Figure 1. Wiring heat map (run 1).
The die is cut into 31 by 31 equal tiles; black is low, pale yellow is high, scaled to the fullest tile. Values are wire area over tile area, all layers added.
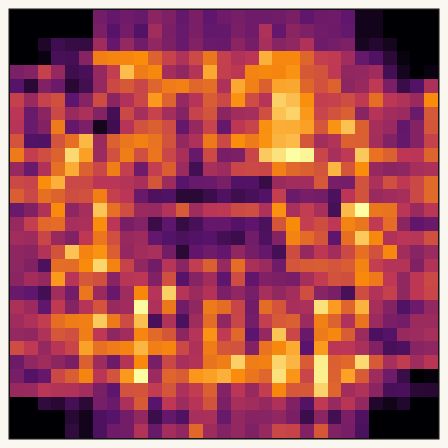
Figure 2. Sequential cells colored by netlist name (run 1).
Other sequential cells in the stronger gray, the rest of the logic in the fainter gray.
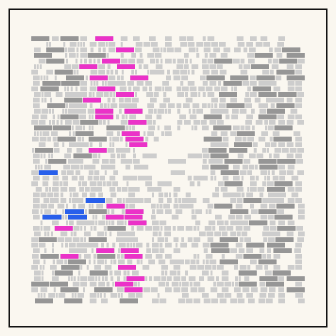
Figure 3. Placed standard cells (run 1).
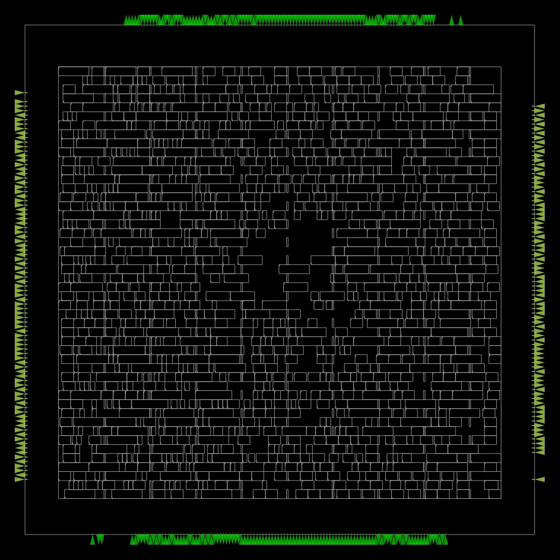
--- src/rtl/isa_shared_pkg.sv ---
// Shared ISA encodings used by decode, operand issue and the ALU.
package isa_shared;

  localparam int unsigned REG_ZERO = 0;

  localparam logic [4:0] ALU_ADD  = 5'd0;
  localparam logic [4:0] ALU_SUB  = 5'd1;
  localparam logic [4:0] ALU_AND  = 5'd2;
  localparam logic [4:0] ALU_OR   = 5'd3;
  localparam logic [4:0] ALU_XOR  = 5'd4;
  localparam logic [4:0] ALU_SLL  = 5'd5;
  localparam logic [4:0] ALU_SRL  = 5'd6;
  localparam logic [4:0] ALU_SRA  = 5'd7;
  localparam logic [4:0] ALU_SLT  = 5'd8;
  localparam logic [4:0] ALU_SLTU = 5'd9;

  typedef enum logic [1:0] {
    A_RS1  = 2'd0,
    A_PC   = 2'd1,
    A_ZERO = 2'd2
  } a_sel_t;

  typedef enum logic [1:0] {
    B_RS2  = 2'd0,
    B_IMM  = 2'd1,
    B_FOUR = 2'd2,
    B_ZERO = 2'd3
  } b_sel_t;

endpackage

--- src/rtl/fwd_mux.sv ---
// Priority forwarding mux for one source operand: x0, ALU stage, memory stage, register file.
module fwd_mux
  import isa_shared::*;
#(
  parameter int unsigned DATA_WIDTH     = 32,
  parameter int unsigned REG_ADDR_WIDTH = 5
) (
  input  logic [REG_ADDR_WIDTH-1:0] i_rs_addr,
  input  logic [DATA_WIDTH-1:0]     i_rf_data,
  input  logic                      i_ex_fwd,
  input  logic [REG_ADDR_WIDTH-1:0] i_ex_rd,
  input  logic [DATA_WIDTH-1:0]     i_ex_result,
  input  logic                      i_mem_fwd,
  input  logic [REG_ADDR_WIDTH-1:0] i_mem_rd,
  input  logic [DATA_WIDTH-1:0]     i_mem_result,
  output logic [DATA_WIDTH-1:0]     o_data
);

  localparam logic [REG_ADDR_WIDTH-1:0] ZERO_ADDR = REG_ADDR_WIDTH'(REG_ZERO);

  always_comb begin
    o_data = i_rf_data;
    if (i_rs_addr == ZERO_ADDR) begin
      o_data = '0;
    end else if (i_ex_fwd && (i_ex_rd == i_rs_addr)) begin
      o_data = i_ex_result;
    end else if (i_mem_fwd && (i_mem_rd == i_rs_addr)) begin
      o_data = i_mem_result;
    end
  end

endmodule

--- src/rtl/operand_issue.sv ---
// Execute-entry stage: registers one decoded instruction, selects/forwards ALU operands and
// stalls one cycle on a load-use hazard.
module operand_issue
  import isa_shared::*;
#(
  parameter int unsigned DATA_WIDTH     = 32,
  parameter int unsigned REG_ADDR_WIDTH = 5
) (
  input  logic                      clk,
  input  logic                      rst_n,
  input  logic                      i_in_valid,
  output logic                      o_in_ready,
  input  logic [DATA_WIDTH-1:0]     i_in_pc,
  input  logic [DATA_WIDTH-1:0]     i_in_imm,
  input  logic [DATA_WIDTH-1:0]     i_in_rs1_data,
  input  logic [DATA_WIDTH-1:0]     i_in_rs2_data,
  input  logic [REG_ADDR_WIDTH-1:0] i_in_rs1_addr,
  input  logic [REG_ADDR_WIDTH-1:0] i_in_rs2_addr,
  input  logic [REG_ADDR_WIDTH-1:0] i_in_rd_addr,
  input  logic                      i_in_rs1_used,
  input  logic                      i_in_rs2_used,
  input  logic [4:0]                i_in_alu_op,
  input  a_sel_t                    i_in_a_sel,
  input  b_sel_t                    i_in_b_sel,
  input  logic                      i_in_reg_write,
  input  logic                      i_in_mem_read,
  input  logic                      i_in_mem_write,
  input  logic [DATA_WIDTH-1:0]     i_alu_result,
  input  logic                      i_mem_valid,
  input  logic                      i_mem_reg_write,
  input  logic [REG_ADDR_WIDTH-1:0] i_mem_rd,
  input  logic [DATA_WIDTH-1:0]     i_mem_result,
  input  logic                      i_flush,
  output logic                      o_out_valid,
  input  logic                      i_out_ready,
  output logic [DATA_WIDTH-1:0]     o_out_a,
  output logic [DATA_WIDTH-1:0]     o_out_b,
  output logic [DATA_WIDTH-1:0]     o_out_store_data,
  output logic [DATA_WIDTH-1:0]     o_out_pc,
  output logic [4:0]                o_out_alu_op,
  output logic [REG_ADDR_WIDTH-1:0] o_out_rd,
  output logic                      o_out_reg_write,
  output logic                      o_out_mem_read,
  output logic                      o_out_mem_write
);

  localparam logic [REG_ADDR_WIDTH-1:0] ZERO_ADDR = REG_ADDR_WIDTH'(REG_ZERO);

  logic                      r_valid;
  logic [DATA_WIDTH-1:0]     r_a, r_b, r_store_data, r_pc;
  logic [4:0]                r_alu_op;
  logic [REG_ADDR_WIDTH-1:0] r_rd;
  logic                      r_reg_write, r_mem_read, r_mem_write;

  logic                      w_ex_fwd, w_mem_fwd, w_hazard, w_accept;
  logic [DATA_WIDTH-1:0]     w_rs1_fwd, w_rs2_fwd, w_a, w_b;

  assign w_ex_fwd  = r_valid && r_reg_write;
  assign w_mem_fwd = i_mem_valid && i_mem_reg_write;

  fwd_mux #(
    .DATA_WIDTH    (DATA_WIDTH),
    .REG_ADDR_WIDTH(REG_ADDR_WIDTH)
  ) u_fwd_rs1 (
    .i_rs_addr   (i_in_rs1_addr),
    .i_rf_data   (i_in_rs1_data),
    .i_ex_fwd    (w_ex_fwd),
    .i_ex_rd     (r_rd),
    .i_ex_result (i_alu_result),
    .i_mem_fwd   (w_mem_fwd),
    .i_mem_rd    (i_mem_rd),
    .i_mem_result(i_mem_result),
    .o_data      (w_rs1_fwd)
  );

  fwd_mux #(
    .DATA_WIDTH    (DATA_WIDTH),
    .REG_ADDR_WIDTH(REG_ADDR_WIDTH)
  ) u_fwd_rs2 (
    .i_rs_addr   (i_in_rs2_addr),
    .i_rf_data   (i_in_rs2_data),
    .i_ex_fwd    (w_ex_fwd),
    .i_ex_rd     (r_rd),
    .i_ex_result (i_alu_result),
    .i_mem_fwd   (w_mem_fwd),
    .i_mem_rd    (i_mem_rd),
    .i_mem_result(i_mem_result),
    .o_data      (w_rs2_fwd)
  );

  always_comb begin
    w_a = '0;
    unique case (i_in_a_sel)
      A_RS1:   w_a = w_rs1_fwd;
      A_PC:    w_a = i_in_pc;
      default: w_a = '0;
    endcase
  end

  always_comb begin
    w_b = '0;
    unique case (i_in_b_sel)
      B_RS2:   w_b = w_rs2_fwd;
      B_IMM:   w_b = i_in_imm;
      B_FOUR:  w_b = DATA_WIDTH'(4);
      default: w_b = '0;
    endcase
  end

  // A load in the ALU stage has no data yet; the consumer must wait until it reaches memory.
  assign w_hazard = i_in_valid && r_valid && r_mem_read && r_reg_write && (r_rd != ZERO_ADDR) &&
                    ((i_in_rs1_used && (i_in_rs1_addr == r_rd)) ||
                     (i_in_rs2_used && (i_in_rs2_addr == r_rd)));

  assign o_in_ready = (!r_valid || i_out_ready) && !w_hazard && !i_flush;
  assign w_accept   = i_in_valid && o_in_ready;

  always_ff @(posedge clk or negedge rst_n) begin
    if (!rst_n) begin
      r_valid      <= 1'b0;
      r_a          <= '0;
      r_b          <= '0;
      r_store_data <= '0;
      r_pc         <= '0;
      r_alu_op     <= ALU_ADD;
      r_rd         <= '0;
      r_reg_write  <= 1'b0;
      r_mem_read   <= 1'b0;
      r_mem_write  <= 1'b0;
    end else if (i_flush) begin
      r_valid <= 1'b0;
    end else if (w_accept) begin
      r_valid      <= 1'b1;
      r_a          <= w_a;
      r_b          <= w_b;
      r_store_data <= w_rs2_fwd;
      r_pc         <= i_in_pc;
      r_alu_op     <= i_in_alu_op;
      r_rd         <= i_in_rd_addr;
      r_reg_write  <= i_in_reg_write;
      r_mem_read   <= i_in_mem_read;
      r_mem_write  <= i_in_mem_write;
    end else if (i_out_ready) begin
      r_valid <= 1'b0;
    end
  end

  assign o_out_valid      = r_valid;
  assign o_out_a          = r_a;
  assign o_out_b          = r_b;
  assign o_out_store_data = r_store_data;
  assign o_out_pc         = r_pc;
  assign o_out_alu_op     = r_alu_op;
  assign o_out_rd         = r_rd;
  assign o_out_reg_write  = r_reg_write;
  assign o_out_mem_read   = r_mem_read;
  assign o_out_mem_write  = r_mem_write;

endmodule
--- config.mk ---
export PLATFORM = sky130hd
export DESIGN_NAME = operand_issue
export DESIGN_NICKNAME = d
export VERILOG_FILES = /design/src/rtl/isa_shared_pkg.sv /design/src/rtl/fwd_mux.sv /design/src/rtl/operand_issue.sv
export SDC_FILE = /design/constraint.sdc
export NUM_CORES = 1
export LEC_CHECK = 0
export CAP_MARGIN = 10
export CORE_MARGIN = 10
export CORE_UTILIZATION = 41
export DETAILED_ROUTE_END_ITERATION = 12
export PLACE_DENSITY_LB_ADDON = 0.05
export SLEW_MARGIN = 5
export SYNTH_ARGS = -nofsm -noshare
export SYNTH_HDL_FRONTEND = slang
export SYNTH_SLANG_ARGS = --single-unit
--- constraint.sdc ---
create_clock -name clk -period 2.4 [get_ports clk]
set_input_delay 0.36 -clock clk [delete_from_list [all_inputs] [get_ports clk]]
set_output_delay 0.36 -clock clk [all_outputs]
set_load 0.005 [all_outputs]
==> impl_metrics.yaml, run 1 <==
# generated from flow reports
status:
  status: "completed"
drt:
  wirelength_microns: 32800
  top_layer: "met4"
clock_tree:
  post-cts-setup-buffer-count: 3
  postCtsHoldBufs: 1
  cts.clk_slew.worst_paths_ps: 70
  clock_latency_ps: 430
  cts_tree: "done"
  clock_tree.buffer_depth: 2
  htree_levels: 4
worst_setup_path:
  required_ps: 2760
  crit_buf_inv: 1
  arrival_ps: 2680
  crit_end: "o_out_store_data[28]$_DFFE_PN0P_"
  crit-reg2reg-launch: "o_out_rd[2]$_DFFE_PN0P_"
  path_max_fanout: 15
  slowest_stage: "a21oi_2"
  worst-path-stages: 7
  r2r_slack_ps: 80
yosys:
  ys_area_sq_um: 7370
  synthCells: 786
  post_synth.cell_area_avg_sq_um: 9.38
  ys_sh_mux_pct: 8.55
  synth_nets: 1019
  synthTopLogicFamily: "AND-OR/OR-AND gates"
  top_cells_by_count: "dfrtp_1 (142), nand2_1 (141), a21oi_1 (97)"
  top_cell: "dfrtp_1"
  top_area_cell: "dfrtp_1"
  ys_warn_count: 0
power_and_ir_drop:
  sequentialPower_w: 0.00300
  netSwitchingFraction_pct: 27.0
  powerDensity_nw_per_um2: 650
cells_and_area:
  seq_cells: 142
  num-nonclk-inverters: 1
  layout_top_cell: "clkdlybuf4s50_1"
  final_cell_area_sq_um: 12400
  buffers_excl_clock: 431
  dominant_cells: "non-clock buffers"
  comb_share_pct: 28.8
  final-clk-cell-share_pct: 5.18
  synthToLayoutAreaGrowth_pct: 68.9
  final_nets: 1406
placed_design:
  place_ws_ps: -300
min_path:
  min_path_type: "in -> async"
global_route:
  grt-ovfl-total: 0
  grt_use_met3_pct: 11.1
  antenna_found_initial: 6
  grt_util_met2_pct: 41.0
  gr-max-usage-layer: "met2"
  grt_pass1_wl_microns: 48400
  first_global_vias: 7630
floorplan:
  tapCellCount: 225
  die-area_sq_um: 23700
  rows: 48
  dieWidth_microns: 154
  ios: 376
flow_run:
  warnings: 27
  max_cap_viol_count: 0
sta:
  setup_viol: 0
  worst_slew_pin_slew_ps: 1020
  maxSlewViolCount: 0
Notes on Figure 1 above:
tiles over half the peak	40%
mean over tiles	0.23
fullest tile	0.51
nearly empty tiles	5.6%

Notes on Figure 2 above:
color	netlist name	flops
magenta	`o_out_a`	32
blue	`o_out_rd`	5

Notes on Figure 3 above:
final instance count without filler cells: 1417
Layout fillers: 1405

==> inputs of run 2 (changes only) <==
--- a/config.mk
+++ b/config.mk
@@ -9,7 +9,7 @@
 export CORE_MARGIN = 10
 export CORE_UTILIZATION = 41
 export DETAILED_ROUTE_END_ITERATION = 12
-export PLACE_DENSITY_LB_ADDON = 0.05
+export PLACE_DENSITY = 0.82
 export SLEW_MARGIN = 5
 export SYNTH_ARGS = -nofsm -noshare
 export SYNTH_HDL_FRONTEND = slang
Figure 4. Placed standard cells (run 2).
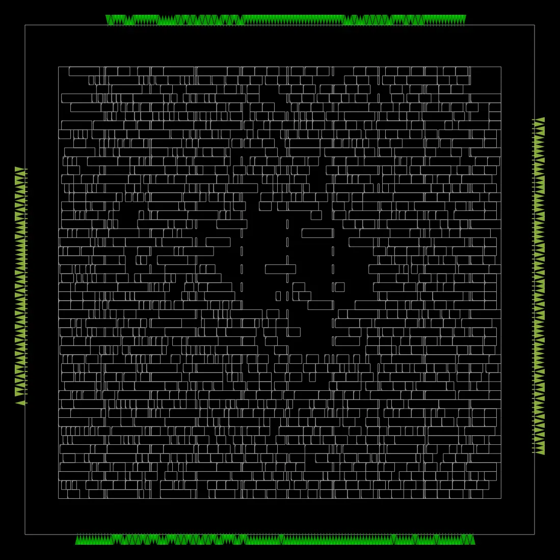
Site Rows: 48
Layout fillers: 1335
Placeable Area: 17500 sq um
Seq area share: 28.5%

==> run 2 against run 1 <==
Against the previous run:
- register-to-register slack is essentially flat
- sequential share of layout area shrank 0.13 points
- total power grew 1.3%
- setup slack lost 73 ps
- flip-flop count is the same
- worst hold slack gained 16 ps
- clock-buffer cell count grew 2
- via count grew 5.8%
==> impl_metrics.yaml, run 2 <==
# generated from flow reports
power_and_ir_drop:
  netSwitchingFraction_pct: 27.5
  power_clock_w: 0.00291
  sequentialPower_w: 0.00302
  powerDensity_nw_per_um2: 655
flow_run:
  max_cap_viol_count: 0
  warnings: 27
sta:
  fin_crit_sh_pct: 99.8
  setup_slack_ps: 5.74
  setup_viol: 0
  worst_slew_pin_slew_ps: 872
  maxSlewViolCount: 0
cells_and_area:
  comb_share_pct: 29.0
  dominant_cells: "non-clock buffers"
  seq_cells: 142
  final-clk-cell-share_pct: 5.11
  num-nonclk-inverters: 1
  final_nets: 1411
  final_cell_area_sq_um: 12500
  synthToLayoutAreaGrowth_pct: 69.7
  antenna_cells: 3
  layoutNonFillerInstCount: 1419
  layout_top_cell: "clkdlybuf4s50_1"
clock_tree:
  htree_levels: 4
  clock_tree.buffer_depth: 2
  cts.clk_slew.worst_paths_ps: 60
  post-cts-setup-buffer-count: 1
  cts_tree: "done"
  postCtsHoldBufs: 1
  clock_latency_ps: 420
yosys:
  ys_warn_count: 0
  ys_sh_mux_pct: 8.55
  post_synth.cell_area_avg_sq_um: 9.38
  top_area_cell: "dfrtp_1"
  synthTopLogicFamily: "AND-OR/OR-AND gates"
  top_cells_by_count: "dfrtp_1 (142), nand2_1 (141), a21oi_1 (97)"
  synth_nets: 1019
  top_cell: "dfrtp_1"
  ys_seq_share_pct: 48.2
  ys_area_sq_um: 7370
  synth-xor-area-share_pct: 2.38
  synthCells: 786
  synth-edff-count: 0
  synthArstFlopShare_pct: 100
worst_setup_path:
  arrival_ps: 2700
  worst-path-stages: 10
  crit_end: "o_out_a[11]$_DFFE_PN0P_"
  slowest_stage: "clkdlybuf4s50_1"
  r2r_slack_ps: 90
  path_max_fanout: 18
  crit_buf_inv: 4
  crit-reg2reg-launch: "o_out_rd[1]$_DFFE_PN0P_"
  required_ps: 2710
global_route:
  gr-max-usage-layer: "met2"
  first_global_vias: 7957
  grt_pass1_wl_microns: 52300
  grt_util_met2_pct: 43.8
  grt_use_met3_pct: 8.17
  grt-ovfl-total: 0
  antenna_found_initial: 3
floorplan:
  die-area_sq_um: 23700
  ios: 376
  tapCellCount: 225
  dieWidth_microns: 154
status:
  status: "completed"
min_path:
  min_path_type: "in -> reg"
placed_design:
  place_ws_ps: -344
drt:
  wirelength_microns: 36200
  drt-pass1-iter-count: 5
==> inputs of run 3 (changes only) <==
--- a/config.mk
+++ b/config.mk
@@ -7,10 +7,12 @@
 export LEC_CHECK = 0
 export CAP_MARGIN = 10
 export CORE_MARGIN = 10
-export CORE_UTILIZATION = 41
+export CORE_UTILIZATION = 43
 export DETAILED_ROUTE_END_ITERATION = 12
+export GPL_TIMING_DRIVEN = 0
 export PLACE_DENSITY = 0.82
 export SLEW_MARGIN = 5
 export SYNTH_ARGS = -nofsm -noshare
 export SYNTH_HDL_FRONTEND = slang
+export SYNTH_HIERARCHICAL = 1
 export SYNTH_SLANG_ARGS = --single-unit
Figure 5. Wires at chosen ports, followed through buffers (run 3).
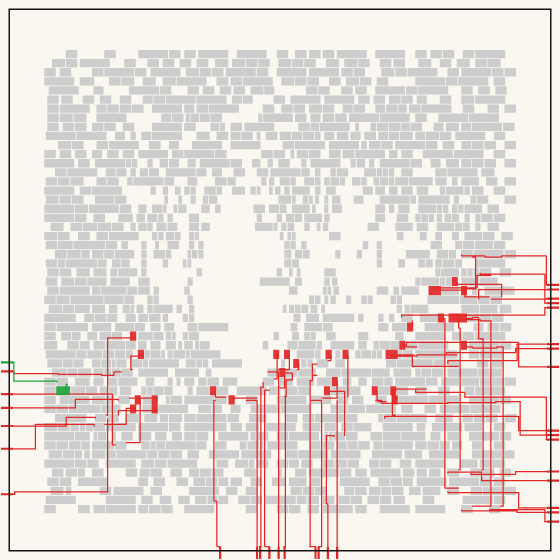
color	port	bits	direction	end cells	wire
red	`i_in_rs2_data`	32	input	32	1920 microns
green	`i_in_mem_read`	1	input	1	22.0 microns

==> run 3 against run 2 <==
Against the previous run:
- the flow now finishes with violations (hold timing)
- clock-buffer cell count unchanged
- worst hold slack worse by 490 ps
- setup slack better by 1.0 ps
- clock skew up 6.3 ps
- synthesized cell count up 1.7%
- flip-flop count unchanged
- core utilization down 1.3 points
- largest cell class is now logic gates
==> impl_metrics.yaml, run 3 <==
# generated from flow reports
flow_run:
  max_cap_viol_count: 0
worst_setup_path:
  crit_buf_inv: 3
  required_ps: 2740
  arrival_ps: 2730
  path_max_fanout: 10
  worst-path-stages: 9
  crit-reg2reg-launch: "o_out_rd[1]$_DFFE_PN0P_"
  crit_end: "o_out_b[10]$_DFFE_PN0P_"
placed_design:
  place_ws_ps: -717
yosys:
  synth-xor-area-share_pct: 3.23
  post_synth.cell_area_avg_sq_um: 10.8
  ys_warn_count: 6
  synthArstFlopShare_pct: 100
  top_cells_by_count: "dfrtp_1 (142), nor3_1 (65), o21ai_0 (64)"
  synthCells: 799
  ys_seq_share_pct: 41.3
  top_area_cell: "dfrtp_1"
  synth-edff-count: 0
  ys_sh_mux_pct: 18.5
  synth_nets: 1032
  top_cell: "dfrtp_1"
status:
  status: "finished, violations left"
  violations: "hold timing"
cells_and_area:
  seqAreaFraction_pct: 25.9
  synthToLayoutAreaGrowth_pct: 60.0
  num-nonclk-inverters: 0
  layout_top_cell: "clkdlybuf4s50_1"
  comb_share_pct: 35.4
  antenna_cells: 5
  final.fill_count: 1472
  final-clk-cell-share_pct: 4.05
clock_tree:
  clock_tree.buffer_depth: 2
  clock_latency_ps: 420
  post-cts-setup-buffer-count: 12
  htree_levels: 4
  cts_tree: "done"
  postCtsHoldBufs: 0
sta:
  finalHoldViolCount: 17
  fin_crit_sh_pct: 99.7
  setup_slack_ps: 6.78
  hold_slack_ps: -29.9
  worst_slew_pin_slew_ps: 866
  maxSlewViolCount: 0
power_and_ir_drop:
  sequentialPower_w: 0.00301
  powerDensity_nw_per_um2: 605
  netSwitchingFraction_pct: 30.0
  power_clock_w: 0.00260
min_path:
  min_path_type: "in -> async"
floorplan:
  die-area_sq_um: 26100
  ios: 376
  rows: 51
  dieWidth_microns: 161
  tapCellCount: 265
drt:
  drt-pass1-iter-count: 5
  wirelength_microns: 41400
global_route:
  gr-max-usage-layer: "met2"
  grt_use_met3_pct: 12.1
Power is estimated from default activity; no workload was simulated.
